**src/rtl/ppu_vscan.sv**
```systemverilog
// VGA scan-out for the PPU frame buffer: 640x480 timing, 2x-scaled 256x240 window,
// three-stage fetch pipeline and double-buffer bank ownership.
module ppu_vscan #(
    parameter int          H_ACTIVE = 640,
    parameter int          H_FP     = 16,
    parameter int          H_SYNC   = 96,
    parameter int          H_BP     = 48,
    parameter int          V_ACTIVE = 480,
    parameter int          V_FP     = 10,
    parameter int          V_SYNC   = 2,
    parameter int          V_BP     = 33,
    parameter int          H_OFS    = 64,
    parameter logic [7:0]  BORDER   = 8'h0F
) (
    input  logic        i_clk,
    input  logic        i_rstn,
    input  logic        i_pix_ce,
    input  logic        i_wr_done,
    output logic        o_wr_bank,
    output logic        o_vblank,
    output logic [16:0] o_vbuf_raddr,
    input  logic [7:0]  i_vbuf_rdata,
    output logic [7:0]  o_pix,
    output logic        o_de,
    output logic        o_hsync,
    output logic        o_vsync
);

    localparam logic [9:0] H_LAST  = 10'(H_ACTIVE + H_FP + H_SYNC + H_BP - 1);
    localparam logic [9:0] V_LAST  = 10'(V_ACTIVE + V_FP + V_SYNC + V_BP - 1);
    localparam logic [9:0] H_ACT   = 10'(H_ACTIVE);
    localparam logic [9:0] V_ACT   = 10'(V_ACTIVE);
    localparam logic [9:0] HS_BEG  = 10'(H_ACTIVE + H_FP);
    localparam logic [9:0] HS_END  = 10'(H_ACTIVE + H_FP + H_SYNC);
    localparam logic [9:0] VS_BEG  = 10'(V_ACTIVE + V_FP);
    localparam logic [9:0] VS_END  = 10'(V_ACTIVE + V_FP + V_SYNC);
    localparam logic [9:0] WIN_BEG = 10'(H_OFS);
    localparam logic [9:0] WIN_END = 10'(H_OFS + 512);

    logic [9:0] r_h, r_v;
    logic [9:0] h_nxt, v_nxt;
    logic       h_wrap, vbl_set, vbl_clr, swap;
    logic       win, de0, hs0, vs0;
    logic       r_rd_bank, r_pend;
    logic       s1_win, s1_de, s1_hs, s1_vs;

    always_comb begin
        h_wrap  = (r_h == H_LAST);
        h_nxt   = h_wrap ? 10'd0 : r_h + 10'd1;
        v_nxt   = r_v;
        if (h_wrap)
            v_nxt = (r_v == V_LAST) ? 10'd0 : r_v + 10'd1;
        vbl_set = h_wrap && (v_nxt == V_ACT);
        vbl_clr = h_wrap && (v_nxt == 10'd0);
        // Swap only at the start of vblank so a bank never changes mid-picture.
        swap    = i_pix_ce && vbl_set && (r_pend || i_wr_done);
        win     = (r_v < V_ACT) && (r_h >= WIN_BEG) && (r_h < WIN_END);
        de0     = (r_h < H_ACT) && (r_v < V_ACT);
        hs0     = !((r_h >= HS_BEG) && (r_h < HS_END));
        vs0     = !((r_v >= VS_BEG) && (r_v < VS_END));
    end

    assign o_wr_bank = ~r_rd_bank;

    always_ff @(posedge i_clk or negedge i_rstn) begin
        if (!i_rstn) begin
            r_h          <= '0;
            r_v          <= '0;
            r_rd_bank    <= 1'b0;
            r_pend       <= 1'b0;
            o_vblank     <= 1'b0;
            o_vbuf_raddr <= '0;
            s1_win       <= 1'b0;
            s1_de        <= 1'b0;
            s1_hs        <= 1'b1;
            s1_vs        <= 1'b1;
            o_pix        <= '0;
            o_de         <= 1'b0;
            o_hsync      <= 1'b1;
            o_vsync      <= 1'b1;
        end else begin
            if (swap)
                r_pend <= 1'b0;
            else if (i_wr_done)
                r_pend <= 1'b1;

            if (i_pix_ce) begin
                r_h <= h_nxt;
                r_v <= v_nxt;
                if (swap)
                    r_rd_bank <= ~r_rd_bank;
                if (vbl_set)
                    o_vblank <= 1'b1;
                else if (vbl_clr)
                    o_vblank <= 1'b0;

                if (win)
                    o_vbuf_raddr <= {r_rd_bank, 8'(r_v >> 1), 8'((r_h - WIN_BEG) >> 1)};
                s1_win <= win;
                s1_de  <= de0;
                s1_hs  <= hs0;
                s1_vs  <= vs0;

                o_pix   <= s1_win ? i_vbuf_rdata : BORDER;
                o_de    <= s1_de;
                o_hsync <= s1_hs;
                o_vsync <= s1_vs;
            end
        end
    end

endmodule

```
**config.mk**
```make
export PLATFORM = sky130hd
export DESIGN_NAME = ppu_vscan
export DESIGN_NICKNAME = d
export VERILOG_FILES = /design/src/rtl/ppu_vscan.sv
export SDC_FILE = /design/constraint.sdc
export NUM_CORES = 1
export LEC_CHECK = 0
export ABC_CLOCK_PERIOD_IN_PS = 3000
export CAP_MARGIN = 10
export CORE_ASPECT_RATIO = 1.5
export CORE_MARGIN = 3
export CORE_UTILIZATION = 40
export CTS_CLUSTER_DIAMETER = 120
export DETAILED_ROUTE_END_ITERATION = 8
export GPL_ROUTABILITY_DRIVEN = 0
export MAX_ROUTING_LAYER = met4
export SETUP_SLACK_MARGIN = 0.4
export SLEW_MARGIN = 5
export SYNTH_ARGS = -nofsm -noshare
export SYNTH_HDL_FRONTEND = slang
export SYNTH_SLANG_ARGS = --single-unit
```
**constraint.sdc**
```tcl
create_clock -name i_clk -period 3 [get_ports i_clk]
set_input_delay 0.3 -clock i_clk [delete_from_list [all_inputs] [get_ports i_clk]]
set_output_delay 0.3 -clock i_clk [all_outputs]
set_load 0.05 [all_outputs]
```
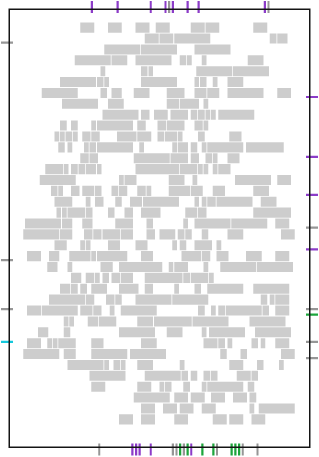
**Above:** run 1 (ports around the boundary).
Scale: 4 px per um. Pins as bars across the die edge, other pins in gray.
purple -> `o_vbuf_raddr`  # pins 17, direction output, edge 8 top, 5 bottom, 4 right
cyan -> `i_wr_done`  # pins 1, direction input, edge left
green -> `i_vbuf_rdata`  # pins 8, direction input, edge 7 bottom, 1 right
all pins by edge = 19 bottom, 10 top, 9 right, 4 left
number of buffer cells added on primary ports: 41
Vert. Die Dim: 109 um
width of the chip: 74.8 um

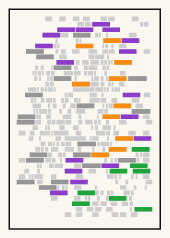
**Above:** run 1 (sequential cells colored by netlist name).
Scale: 2 px per um. Other sequential cells in the stronger gray, the rest of the logic in the fainter gray.
orange -> `r_h`  # placed flops 10
green -> `o_pix`  # placed flops 8, where lower right
purple -> `o_vbuf_raddr`  # placed flops 17
not colored = 20
footprint of the flip-flops and latches: 0.00138 mm^2
P_seq: 0.901 mW
register fraction of the total cell area: 40.1%

==> run notes, run 1 <==
Reports from this run.

- The layout buffering overhead excluding clock cells is 12.9%.
- The clock transition time at the flip-flop clock pins of the worst setup and hold paths reads 100 ps.
- The total of warnings raised by yosys is 0.
- The detailed router finished its first iteration with 164 violations.
- The power density over cell area is 548 mW/mm^2.
- The cell type taking the most area is sequential cells.
- For this block, the routed nets add up to 6100 um of wire.
- met3 track demand over resource after global routing is 2.86%.
- OpenROAD reports that the post-layout worst path occupies 78.4% of the period.
- The capture point of the critical path is o_vblank.
- The worst setup path is launched from a flip-flop.
- For this run, combinational gates with multiple inputs come to 194.
- The clock root buffer reads clkbuf_8.
- The number of nets handed over by synthesis was 305.
- Signal routing reaches up to met4.
- The count of tool warnings is 32.
- Ranked by instance count, the synthesized netlist is headed by dfrtp_1 (51), o21ai_0 (30), nand2_1 (25), nor2_1 (21), inv_1 (19).
- The share of synthesized registers carrying an async set or reset reads 100%.
- The analysis attributes to cell leakage a power of 1.51 nW.
- The final core area utilization is 50.2%.
- The maximum vdd drop is 0.000253 V.
- For the worst flop-to-flop path, the logic depth is 8.
- According to the hold report, the worst path is of the in -> async type.
- The power in combinational cells reads 0.395 mW.
- The biggest fanout along the worst timing path is 6.
- The flop-to-flop setup slack reads 650 ps.
- The standard cell core area is 0.00685 mm^2.
- The final clock skew reads 8.42 ps.
- Summed over its instances, the top area cell type makes up 45.0% of the synthesized netlist area.
- The worst endpoint data arrival time reads 2550 ps.
- The peak clock frequency supported by timing is 425 MHz.
- The number of unique standard cell types used by synthesis is 51.
- The portion of total power attributed to the clock network is 31.2%.
- The post-synthesis sequential element count is 55.
- Dividing the detail-routed via count by the number of cells gives 5.42.
- The number of antenna violations at the first check in global routing came to 0.
- The routing layer with the top usage in global route is met2.
- Ranked by total cell area, the synthesized netlist is headed by dfrtp_1 (45%), o21ai_0 (5.3%), ha_1 (4.0%).
- The insertion delay of the later-clocked pin in the worst-skew pair reads 310 ps.
- The total length of routed met3 wires is 168 um.
- For this run, the total global-route usage over all layers was measured as 17.3%.
- In the final layout, the fill cell count is 662.
- The worst setup path is captured at a flip-flop.
- The measured slew at the worst slew-check pin reads 696 ps.
- The clock network consumes a total of 0.589 mW.
- The number of synthesized flops with an enable pin is 0.
- The summed standard-cell area reported by yosys reads 0.00284 mm^2.
- The placed wire-length estimate is 4400 um.
- The remaining design rule violation count is 0.
- TritonCTS built the clock tree.
- The internal portion of the total power is 1.29 mW.
- The final number of setup-violating endpoints is 0.
- The mean instance size in the synthesized netlist reads 9.99 um^2.
- For the final routed database, the setup TNS stands at 0 ps.
- Setup repair after global routing left no endpoint under its margin.
- The wire length on met2 reads 3170 um.
- The main power-consuming group reads sequential cells.
- The number of detailed-routing iterations run before antenna repair reads 5.
- The number of hold violations in the final report reads 0.
- Global routing used 21.4% of the available met1 tracks.
- The area of the multi-input gates is 0.00131 mm^2.
- The number of global-route vias before repair reads 2139.
- The maximum number of pins on one net before global-route repair is 56.
- The max-slew violation count reads 0.
- The required time at the endpoint of the critical path reads 3200 ps.
- The residual overflow from global routing is 0.
- The reg-to-reg endpoint is o_vblank.
- The clock network contribution to total cell area is 3.96%.
- In this run the remaining antenna-violating nets after routing total 0.
- The number of maximum-capacitance violations recorded for the run is 0.
- The clock buffers instantiated in the layout total 5.
- The length of routed wiring on met1 reads 2630 um.
- The overall via count from detail_route is 2168.
- Combinational logic is responsible for 21.0% of the overall power.
- The post-synthesis instance area is 0.00284 mm^2.
- The number of CTS-inserted buffers reads 5.
- The sequential element share of the synthesized area is 48.7%.
- During I/O placement, the number of pins put on the boundary was 42.
- The run finished with clean final reports.
- The maximum count of clock buffers along a single path is 2.
- Sorting the Yosys area breakdown by cell type puts at the top dfrtp_1.
- The launch point of the worst register-to-register path is recorded as r_h[6].
- The max-slew headroom at the worst pin reads 53.6%.
- The tally of non-filler cells in the final layout is 400.
- The number of placed instances, taps included reads 392.
- Among all cell types in the netlist, the one instantiated most often is dfrtp_1.
- In the final layout, the share of cells above drive strength 1 is 11.2%.
- In the Yosys report the total cell count is 284.
- The dominant synthesized flop cell is dfrtp_1.
- The antenna cell count is 0.
- The register share of total power is 47.8%.
- The CTS log lists the clock sinks for this run as 55.
- The switching share of power reads 31.5%.
- The layout has 46 buffers outside the clock class.
- The H-tree level count is 2.
- The post-cts repair resize count is 0.
- The area added between synthesis and finish reads 21.3%.
- The number of well taps reads 78.
- The launching element of the worst setup path reads r_h[6].
- The area of the die is 0.00816 mm^2.
- The number of sequential cells reads 55.
- The row count is 37.
- The first global-routing pass estimated 10500 um of wire.
- The hold-fix buffer count after cts is 0.
- The post-CTS setup-driven buffer insertion count reads 0.
- The per-cell routed wire length reads 15.3 um.
- The initial core utilization is 41.4%.
- The critical setup path kind is reg -> reg.
- The power dissipated by switching net loads is 0.594 mW.
- For met2 alone, demand over resource in global routing was 28.0%.
- Per the post-synthesis report, the number of cells in the design is 284.
- In the final layout, multi-input gates take up 38.1% of the cell area.
- The non-clock inverters instantiated in the layout total 19.
- Counting I/O delays and the setup requirement, the final critical path takes 2350 ps.
- The final net count reads 342.
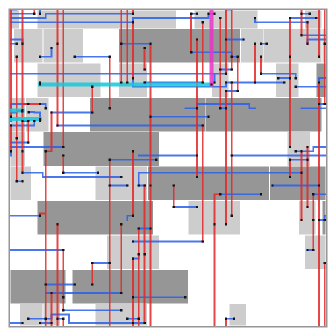
**Above:** run 1 (close-up of the layout).
Window x 25 to 50, y 20 to 45 um. Cells in gray, sequential cells in the stronger gray; small squares are vias.
red -> metal 2
blue -> metal 1
magenta -> metal 4
cyan -> metal 3
cells with their middle in the window = 31
sequential cells in the window = 7
netlist names of flops here include = `o_vbuf_raddr` (3)
most frequent = dfrtp_1 (5), nand2_1 (4)

## run 1: placed cells by master (no fill, tap or decap), drive strengths merged, types with 6 or more instances in the layout
master	synthesis	final
xnor2	9	9
clkdlybuf4s50	0	40
o21ai	32	32
buf	8	6
xor2	6	6
nand3	14	14
dfrtp	51	51
nand4	9	9
mux2	13	13
nand2	26	26
nor2	21	21
ha	9	9
inv	19	19
## run 1: worst max-delay path, stage by stage, from the launching register on
cell	delay, ps
dfrtp_1	470
inv_1	140
ha_1	210
nand4_1	290
nor4_4	440
a31o_1	250
o21ai_1	90
o41ai_1	260
nand2_1	90
## run 1: registers in the layout, indices dropped and copies added, names as in the netlist
signal / count
r_pend: 1
r_h: 10
o_vblank: 1
r_rd_bank: 1
o_vsync: 1
s1_vs: 1
o_hsync: 1
s1_hs: 1
o_vbuf_raddr: 17
r_v: 10
s1_win: 1
s1_de: 1
o_de: 1
o_pix: 8
## run 1: kinds of logic (layout without fill, tap and decap cells)
| group | Yosys count | after routing | synth area share (%) |
|---|---|---|---|
| DFF | 55 | 55 | 48.7 |
| and+or+nand+nor | 101 | 101 | 20.1 |
| adders and majority gates | 9 | 9 | 3.97 |
| buffers and inverters | 35 | 73 | 5.07 |
| AOI/OAI and AO/OA | 54 | 54 | 11.7 |
| muxes | 15 | 15 | 5.87 |
| xor gates and xnor gates | 15 | 15 | 4.63 |
## run 1: through the flow
step	total power [mW]	worst slack, ps	hold WS [ps]	area (um^2)
6_report	1.89	647	109	3440
5_1_grt	1.98	521	151	3440
4_1_cts	1.91	656	131	3440
3_5_place_dp	1.32	677	467	3300
3_3_place_gp	1.32	786	462	3300
2_1_floorplan	1.17	994	4.41	2840
==> run 2: changes to the inputs <==
--- a/config.mk
+++ b/config.mk
@@ -5,7 +5,7 @@
 export SDC_FILE = /design/constraint.sdc
 export NUM_CORES = 1
 export LEC_CHECK = 0
-export ABC_CLOCK_PERIOD_IN_PS = 3000
+export ABC_CLOCK_PERIOD_IN_PS = 2100
 export CAP_MARGIN = 10
 export CORE_ASPECT_RATIO = 1.5
 export CORE_MARGIN = 3
==> constraint.sdc (replaced) <==
create_clock -name i_clk -period 2.1 [get_ports i_clk]
set_input_delay 0.21 -clock i_clk [delete_from_list [all_inputs] [get_ports i_clk]]
set_output_delay 0.21 -clock i_clk [all_outputs]
set_load 0.05 [all_outputs]
==> run 2 against run 1 <==
- clock power increased by 4.1%
- first-iteration DRC count decreased by 46%
- via count rose by 8.9%
- core utilization rose by 7.2 points
- critical path type unchanged
==> run notes, run 2 <==
Reports from this run.

- Run status: finished, final reports clean (unchanged).
- The critical setup path kind reads reg -> reg (unchanged).
- The H-tree level count is 2 (unchanged).
- The total length of routed met3 wires is 150 um (was 168 um).
- The met3 global-route usage reads 2.21% (was 2.86%).
- The vertical extent of the die is 109 um (unchanged).
- The dominant synthesized flop cell is dfrtp_1 (unchanged).
- The register share of total power is 48.1% (was 47.8%).
- The length of routed wiring on met1 reads 2810 um (was 2630 um).
- The number of unique standard cell types used by synthesis came to 51 (unchanged).
- The placed wire-length estimate was 4850 um (was 4400 um).
- The minimum setup slack after placement reads 20.4 ps (was 677 ps).
- The launching element of the worst setup path reads r_h[7] (was r_h[6]).
- The biggest fanout along the worst timing path reads 4 (was 6).
- The share of synthesized registers carrying an async set or reset is 100% (unchanged).
- Biggest area cells: dfrtp_1 (45%), o21ai_0 (5.3%), ha_1 (4.0%) (unchanged).
- The area added between synthesis and finish came to 38.6% (was 21.3%).
- The final period demand of the worst path was 1970 ps (was 2350 ps).
- The combinational power share is 28.1% (was 21.0%).
- The most used logic cell in the final layout is dfrtp_1 (unchanged).
- The type of origin of the critical path is a flip-flop (unchanged).
- Largest regs: o_vbuf_raddr: 17 flops, r_h: 10 flops, r_v: 10 flops (unchanged).
- The critical register-to-register path startpoint is r_h[7] (was r_h[6]).
- The number of hold violations in the final report was 0 (unchanged).
- The via count normalized by instance count is 5.32 (was 5.42).
- The count of input and output buffers is 41 (unchanged).
- The antenna cell count is 0 (unchanged).
- The setup TNS is 0 ps (unchanged).
- The row count is 37 (unchanged).
- The setup slack after layout is 130 ps (was 647 ps).
- The post-synthesis cell count came to 284 (unchanged).
- The final number of setup-violating endpoints reads 0 (unchanged).
- The number of flip-flops under the largest register name was 17 (unchanged).
- The area of the die is 0.00816 mm^2 (unchanged).
- The largest register by flop count reads o_vbuf_raddr (unchanged).
- The mean instance size in the synthesized netlist is 9.99 um^2 (unchanged).
- The number of clock sinks seen by CTS is 55 (unchanged).
- The max-slew violation count is 0 (unchanged).
- The portion of total power attributed to the clock network reads 23.8% (was 31.2%).
- The cell count listed in synth_stat.txt is 284 (unchanged).
- The initial core utilization reads 41.4% (unchanged).
- The per-cell routed wire length reads 15.5 um (was 15.3 um).
- The capture point of the critical path is r_rd_bank (was o_vblank).
- The wire length of the first global-routing pass is 11300 um (was 10500 um).
- The residual overflow from global routing is 0 (unchanged).
- The peak clock frequency supported by timing is 508 MHz (was 425 MHz).
- The cell count of the worst reg-to-reg path came to 11 (was 8).
- The post-synthesis sequential element count is 55 (unchanged).
- The horizontal die dimension was 74.8 um (unchanged).
- The kind of path behind the tightest hold check is in -> async (unchanged).
- The highest signal layer in the routed design is met4 (unchanged).
- The leakage power summed over all cells reads 1.97 nW (was 1.51 nW).
- The aggregate routed wire length reads 6890 um (was 6100 um).
- Setup repair after global routing missed its margin: yes (was no).
- The sequential element share of the synthesized area was 48.7% (unchanged).
- The required time at the endpoint of the critical path is 2300 ps (was 3200 ps).
- The maximum number of pins on one net before global-route repair reads 33 (was 56).
- The standard cell core area is 0.00685 mm^2 (unchanged).
- The switching share of power is 34.8% (was 31.5%).
- The number of CTS-inserted buffers is 5 (unchanged).
- The flop-to-flop setup slack reads 130 ps (was 650 ps).
- The count of tool warnings is 35 (was 32).
- The biggest area consumer among synthesized cells is dfrtp_1 (unchanged).
- Most numerous logic cells after layout: dfrtp_1 (49), buf_4 (41), nand2_1 (24), o21ai_0 (23), dlygate4sd2_1 (20) (was dfrtp_1 (51), clkdlybuf4s50_1 (40), o21ai_0 (30), nand2_1 (25), nor2_1 (21)).
- The power dissipated by switching net loads is 0.897 mW (was 0.594 mW).
- The number of antenna violations at the first check in global routing reads 0 (unchanged).
- The clock root buffer is clkbuf_8 (unchanged).
- The number of detailed-routing iterations run before antenna repair came to 4 (was 5).
- The overall via count from detail_route reads 2362 (was 2168).
- The overall power consumption is 2.58 mW (was 1.89 mW).
- The final net count reads 386 (was 342).
- The measured slew at the worst slew-check pin is 605 ps (was 696 ps).
- The power density over cell area was 656 mW/mm^2 (was 548 mW/mm^2).
- The most common cell in the netlist reads dfrtp_1 (unchanged).
- The maximum count of clock buffers along a single path reads 2 (unchanged).
- The number of nets with antenna violations after detailed routing is 0 (unchanged).
- The maximum vdd drop is 0.000288 V (was 0.000253 V).
- The detailed router's first-iteration violation count is 88 (was 164).
- The post-route clock period utilization is 93.8% (was 78.4%).
- The I/O pin total is 42 (unchanged).
- The area of the multi-input gates came to 0.00147 mm^2 (was 0.00131 mm^2).
- The CTS tree was yes (unchanged).
- The area share of the leading cell type in the synthesized netlist reads 45.0% (unchanged).
- The worst endpoint data arrival time is 2170 ps (was 2550 ps).
- The final clock skew reads 18.0 ps (was 8.42 ps).
- The design internal power reads 1.68 mW (was 1.29 mW).
- The clock transition time at the flip-flop clock pins of the worst setup and hold paths reads 120 ps (was 100 ps).
- The tally of non-filler cells in the final layout is 444 (was 400).
- The area taken by flip-flops and latches was 0.00138 mm^2 (about the same).
- The summed standard-cell area reported by yosys is 0.00284 mm^2 (unchanged).
- The number of global-route vias before repair is 2369 (was 2139).
- The remaining design rule violation count is 0 (unchanged).
- The fill cell total of the finished layout came to 600 (was 662).
- The fraction of final layout cells with drive strength greater than 1 is 29.5% (was 11.2%).
- Top cell types by occurrence after synthesis: dfrtp_1 (51), o21ai_0 (30), nand2_1 (25), nor2_1 (21), inv_1 (19) (unchanged).
- The number of placed instances, taps included was 408 (was 392).
- The wire length on met2 reads 3810 um (was 3170 um).
- The worst hold slack across all endpoints came to 421 ps (was 109 ps).
- The global routing met1 resource utilization reads 21.0% (was 21.4%).
- The total of max-cap violations is 0 (unchanged).
- The number of synthesized flops with an enable pin is 0 (unchanged).
- The post-synthesis instance area reads 0.00284 mm^2 (unchanged).
- The kind of end point of the critical path reads a flip-flop (unchanged).
- The number of nets in the synthesized netlist is 305 (unchanged).
- The total of warnings raised by yosys was 0 (unchanged).
- The max-slew headroom at the worst pin is 59.6% (was 53.6%).
- The reg-to-reg endpoint is r_rd_bank (was o_vblank).
- The insertion delay of the later-clocked pin in the worst-skew pair is 310 ps (about the same).
run 2: cell counts after synthesis:
Identical to the previous run, type by type.
run 2: timing repair:
| action | 4_1_cts | 5_1_grt |
|---|---|---|
| hold endpoints to repair | 21 | 0 |
| cloned | 1 | 0 |
| pin swaps | 5 | 11 |
| setup endpoints to repair | 46 | 39 |
| hold buffers | 1 | 0 |
| resized | 30 | 23 |
| setup buffers | 16 | 10 |
run 2: area by class of cell:
cell class,instances,share of cell area [%]
well taps,78,2.48
inverters,19,1.81
flip-flops and latches,55,35.2
clock inverters,3,0.637
repair buffers,90,20.8
clock buffers,5,1.75
multi-input cells,194,37.3
run 2: power by group through the flow:
stage                     clock, mW  combinational [mW]  sequential, mW
final                         0.613               0.725            1.24
after CTS                     0.630               0.720            1.24
after global routing          0.666               0.785            1.26
after floorplan                   0               0.253            1.44
after global placement            0               0.699            1.26
after detailed placement          0               0.700            1.27
run 2: worst max-delay path, stage by stage (launching register included):
cell and delay, ps:
dfrtp_1 410, inv_2 90, ha_4 140, nand4_1 190, buf_4 210, nor4_4 150, buf_4 170, buf_6 90
nand3b_1 80, o211ai_2 90, nand4_2 120, xnor2_1 130
run 2: logic make-up (layout without fill, tap and decap cells):
logic type / Yosys count / in the layout / synth area share (%)
and+or+nand+nor: 101 / 101 / 20.1
DFF: 55 / 55 / 48.7
AOI/OAI and AO/OA: 54 / 54 / 11.7
buffers and inverters: 35 / 117 / 5.07
xor gates and xnor gates: 15 / 15 / 4.63
muxes: 15 / 15 / 5.87
adders and majority gates: 9 / 9 / 3.97
run 2: metrics by stage:
stage | area [um^2] | util [%]
floorplan | 2940 | -
global placement | 3540 | 51.7
detailed placement | 3540 | 51.7
CTS | 3780 | 55.2
global route | 3930 | 57.4
finish | 3930 | 57.4
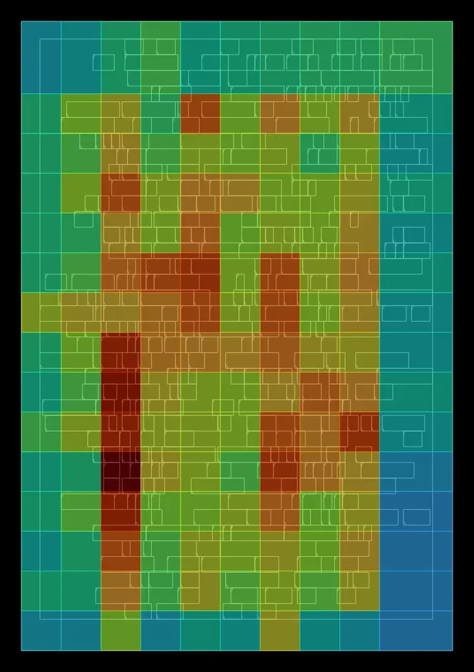
**Above:** run 2 (congestion heat map).
layer with the highest usage: met2
GR Util All Layers: 18.5%
met2 layer usage reported by global route: 33.0%

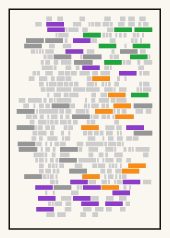
**Above:** run 2 (sequential cells colored by netlist name).
Scale: 2 px per um. Other sequential cells in the stronger gray, the rest of the logic in the fainter gray.
green -> `o_pix`  # placed flops 8, where upper right
orange -> `r_h`  # placed flops 10
purple -> `o_vbuf_raddr`  # placed flops 17

==> run 3: changes to the inputs <==
--- a/config.mk
+++ b/config.mk
@@ -5,7 +5,6 @@
 export SDC_FILE = /design/constraint.sdc
 export NUM_CORES = 1
 export LEC_CHECK = 0
-export ABC_CLOCK_PERIOD_IN_PS = 2100
 export CAP_MARGIN = 10
 export CORE_ASPECT_RATIO = 1.5
 export CORE_MARGIN = 3
==> run 3 against run 2 <==
- via count is the same
- sequential power is essentially flat
- register-to-register slack is essentially flat
- hold slack is the same
- sequential cell count is the same
- clock power is essentially flat
- global-route usage is the same
- first-iteration DRC count is the same
- clock-buffer cell count is the same
- power is the same
- area after synthesis is the same
- highest routed layer unchanged
==> run notes, run 3 <==
Reports from this run.

- The number of global-route vias before repair came to 2369 (unchanged).
- The residual overflow from global routing is 0 (unchanged).
- The final clock skew reads 18.0 ps (unchanged).
- The number of placed instances, taps included is 408 (unchanged).
- The vertical extent of the die reads 109 um (unchanged).
- The number of synthesized flops with an enable pin came to 0 (unchanged).
- The number of antenna violations at the first check in global routing was 0 (unchanged).
- The dominant synthesized flop cell reads dfrtp_1 (unchanged).
- The detailed router's first-iteration violation count is 88 (unchanged).
- The total of warnings raised by yosys is 0 (unchanged).
- Biggest area cells: dfrtp_1 (45%), o21ai_0 (5.3%), ha_1 (4.0%) (unchanged).
- The minimum setup slack after placement is 20.4 ps (unchanged).
- The area of the die was 0.00816 mm^2 (unchanged).
- The remaining design rule violation count was 0 (unchanged).
- The post-synthesis cell count reads 284 (unchanged).
- The setup slack after layout is 130 ps (unchanged).
- The number of flip-flops under the largest register name is 17 (unchanged).
- The area of the multi-input gates reads 0.00147 mm^2 (unchanged).
- The count of input and output buffers came to 41 (unchanged).
- The required time at the endpoint of the critical path was 2300 ps (about the same).
- The largest register by flop count reads o_vbuf_raddr (unchanged).
- The initial core utilization came to 41.4% (unchanged).
- The area added between synthesis and finish reads 38.6% (unchanged).
- The sequential element share of the synthesized area is 48.7% (unchanged).
- The maximum vdd drop is 0.000288 V (unchanged).
- The final number of setup-violating endpoints is 0 (unchanged).
- The tally of non-filler cells in the final layout is 444 (unchanged).
- The number of hold violations in the final report is 0 (unchanged).
- The I/O pin total is 42 (unchanged).
- The power density over cell area is 656 mW/mm^2 (unchanged).
- The area share of the leading cell type in the synthesized netlist reads 45.0% (unchanged).
- The total of max-cap violations reads 0 (unchanged).
- The biggest fanout along the worst timing path was 4 (unchanged).
- The number of CTS-inserted buffers reads 5 (unchanged).
- The number of clock sinks seen by CTS reads 55 (unchanged).
- The count of tool warnings was 35 (unchanged).
- The post-synthesis instance area reads 0.00284 mm^2 (unchanged).
- The leakage power summed over all cells is 1.97 nW (unchanged).
- The overall via count from detail_route was 2362 (unchanged).
- Setup repair after global routing missed its margin: yes (unchanged).
- The post-route clock period utilization is 93.8% (unchanged).
- Most numerous logic cells after layout: dfrtp_1 (49), buf_4 (41), nand2_1 (24), o21ai_0 (23), dlygate4sd2_1 (20) (unchanged).
- The number of nets in the synthesized netlist reads 305 (unchanged).
- The total routing usage reported by global routing is 18.5% (unchanged).
- The row count came to 37 (unchanged).
- The final period demand of the worst path is 1970 ps (unchanged).
- The most common cell in the netlist is dfrtp_1 (unchanged).
- The maximum count of clock buffers along a single path came to 2 (unchanged).
- The antenna cell count is 0 (unchanged).
- The horizontal die dimension was 74.8 um (unchanged).
- The measured slew at the worst slew-check pin reads 605 ps (unchanged).
- The type of origin of the critical path is a flip-flop (unchanged).
- The number of nets with antenna violations after detailed routing reads 0 (unchanged).
- The fill cell total of the finished layout is 600 (unchanged).
- The worst hold slack across all endpoints reads 421 ps (unchanged).
- The mean instance size in the synthesized netlist is 9.99 um^2 (unchanged).
- The summed standard-cell area reported by yosys is 0.00284 mm^2 (unchanged).
- The critical setup path kind is reg -> reg (unchanged).
- The maximum number of pins on one net before global-route repair is 33 (unchanged).
- The fraction of final layout cells with drive strength greater than 1 came to 29.5% (unchanged).
- The insertion delay of the later-clocked pin in the worst-skew pair is 310 ps (about the same).
- The wire length of the first global-routing pass is 11300 um (unchanged).
- The biggest area consumer among synthesized cells is dfrtp_1 (unchanged).
- The hold-fix buffer count after cts is 1 (unchanged).
- The aggregate routed wire length came to 6890 um (unchanged).
- The max-slew violation count reads 0 (unchanged).
- The share of synthesized registers carrying an async set or reset reads 100% (unchanged).
- The kind of end point of the critical path is a flip-flop (unchanged).
- The setup TNS reads 0 ps (unchanged).
- The post-synthesis sequential element count is 55 (unchanged).
- The number of unique standard cell types used by synthesis reads 51 (unchanged).
- The cell count listed in synth_stat.txt is 284 (unchanged).
- The max-slew headroom at the worst pin came to 59.6% (unchanged).
- The clock root buffer is clkbuf_8 (unchanged).
- The per-cell routed wire length was 15.5 um (unchanged).
- The most used logic cell in the final layout is dfrtp_1 (unchanged).
- The post-CTS setup-driven buffer insertion count reads 16 (unchanged).
- The kind of path behind the tightest hold check is in -> async (unchanged).
- Top cell types by occurrence after synthesis: dfrtp_1 (51), o21ai_0 (30), nand2_1 (25), nor2_1 (21), inv_1 (19) (unchanged).
- The standard cell core area was 0.00685 mm^2 (unchanged).
- The peak clock frequency supported by timing reads 508 MHz (unchanged).
- The CTS tree is yes (unchanged).
- The area of all placed cells without fillers reads 0.00393 mm^2 (unchanged).
- The final net count is 386 (unchanged).
- The number of detailed-routing iterations run before antenna repair is 4 (unchanged).
- Largest regs: o_vbuf_raddr: 17 flops, r_h: 10 flops, r_v: 10 flops (unchanged).
- The worst endpoint data arrival time is 2170 ps (about the same).
- Run status: finished, final reports clean (unchanged).
- The cell area after placement reads 0.00354 mm^2 (unchanged).
- The clock transition time at the flip-flop clock pins of the worst setup and hold paths reads 120 ps (about the same).
- The via count normalized by instance count was 5.32 (unchanged).
- The post-cts repair resize count reads 30 (unchanged).
- The overall power consumption came to 2.58 mW (unchanged).
- The placed wire-length estimate is 4850 um (unchanged).
- The H-tree level count reads 2 (unchanged).
## run 3: cell counts in the layout (fill, tap and decap cells not counted)
No cell type changed its count.
## run 3: final cells by class
cell class                 instances  area share, %
clock buffer                       5           1.75
clock inverter                     3          0.637
inverter                          19           1.81
multi-input combinational        194           37.3
sequential                        55           35.2
tap                               78           2.48
timing repair buffer              90           20.8
## run 3: path summary, 6_finish.rpt
| path | slack, ps | startpoint | cells past startpoint | to |
|---|---|---|---|---|
| worst max-delay path | 130 | r_h[7] | 11 | r_rd_bank |
| worst min-delay path | 420 | i_rstn | 2 | o_pix[6] |
| worst max register to register | 130 | r_h[7] | 11 | r_rd_bank |
| worst min register to register | 480 | r_rd_bank | 1 | r_rd_bank |
| max in group asynchronous | 1020 | i_rstn | 3 | s1_hs |
| min in group i_clk | 460 | i_vbuf_rdata[6] | 3 | o_pix[6] |
## run 3: power breakdown
part           leakage, nW  switching, mW  internal (mW)
Combinational         1.22          0.448          0.278
Sequential           0.709         0.0766           1.16
Clock               0.0443          0.373          0.240
Total                 1.97          0.897           1.68
## run 3: critical path: stages, from the launching register on
cell      delay (ps)
dfrtp_1          410
inv_2             90
ha_4             140
nand4_1          190
buf_4            210
nor4_4           150
buf_4            170
buf_6             90
nand3b_1          80
o211ai_2          90
nand4_2          120
xnor2_1          130
## run 3: cells by family after synthesis
logic type	after synthesis	share of synthesized area [%]
flops	55	48.7
mux	15	5.87
simple gates	101	20.1
buf+inv	35	5.07
xor+xnor	15	4.63
fa+ha+maj	9	3.97
compound gates	54	11.7
## run 3: routing by layer
layer	global-route usage, %	wire length (um)
met1	21.0	2810
met5	-	0
met4	6.23	116
met3	2.21	150
met2	33.0	3810
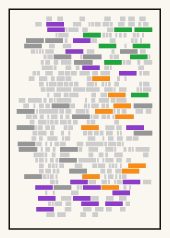
**Above:** run 3 (sequential cells colored by netlist name).
Scale: 2 px per um. Other sequential cells in the stronger gray, the rest of the logic in the fainter gray.
orange -> `r_h`  # placed flops 10
green -> `o_pix`  # placed flops 8, where upper right
purple -> `o_vbuf_raddr`  # placed flops 17
not colored = 20
footprint of the flip-flops and latches: 0.00138 mm^2
utilization after layout: 57.4%
P_seq: 1.24 mW
register fraction of the total cell area: 35.2%

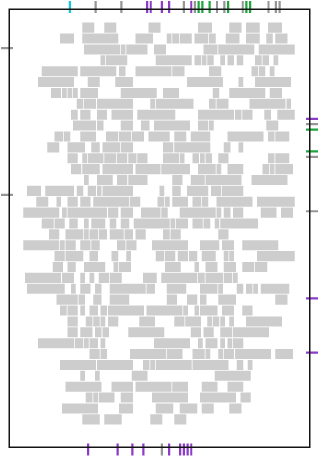
**Above:** run 3 (ports around the boundary).
Scale: 4 px per um. Pins as bars across the die edge, other pins in gray.
cyan -> `i_wr_done`  # pins 1, direction input, edge top
purple -> `o_vbuf_raddr`  # pins 17, direction output, edge 9 bottom, 5 top, 3 right
green -> `i_vbuf_rdata`  # pins 8, direction input, edge 6 top, 2 right

Power and IR drop assume default switching activity.
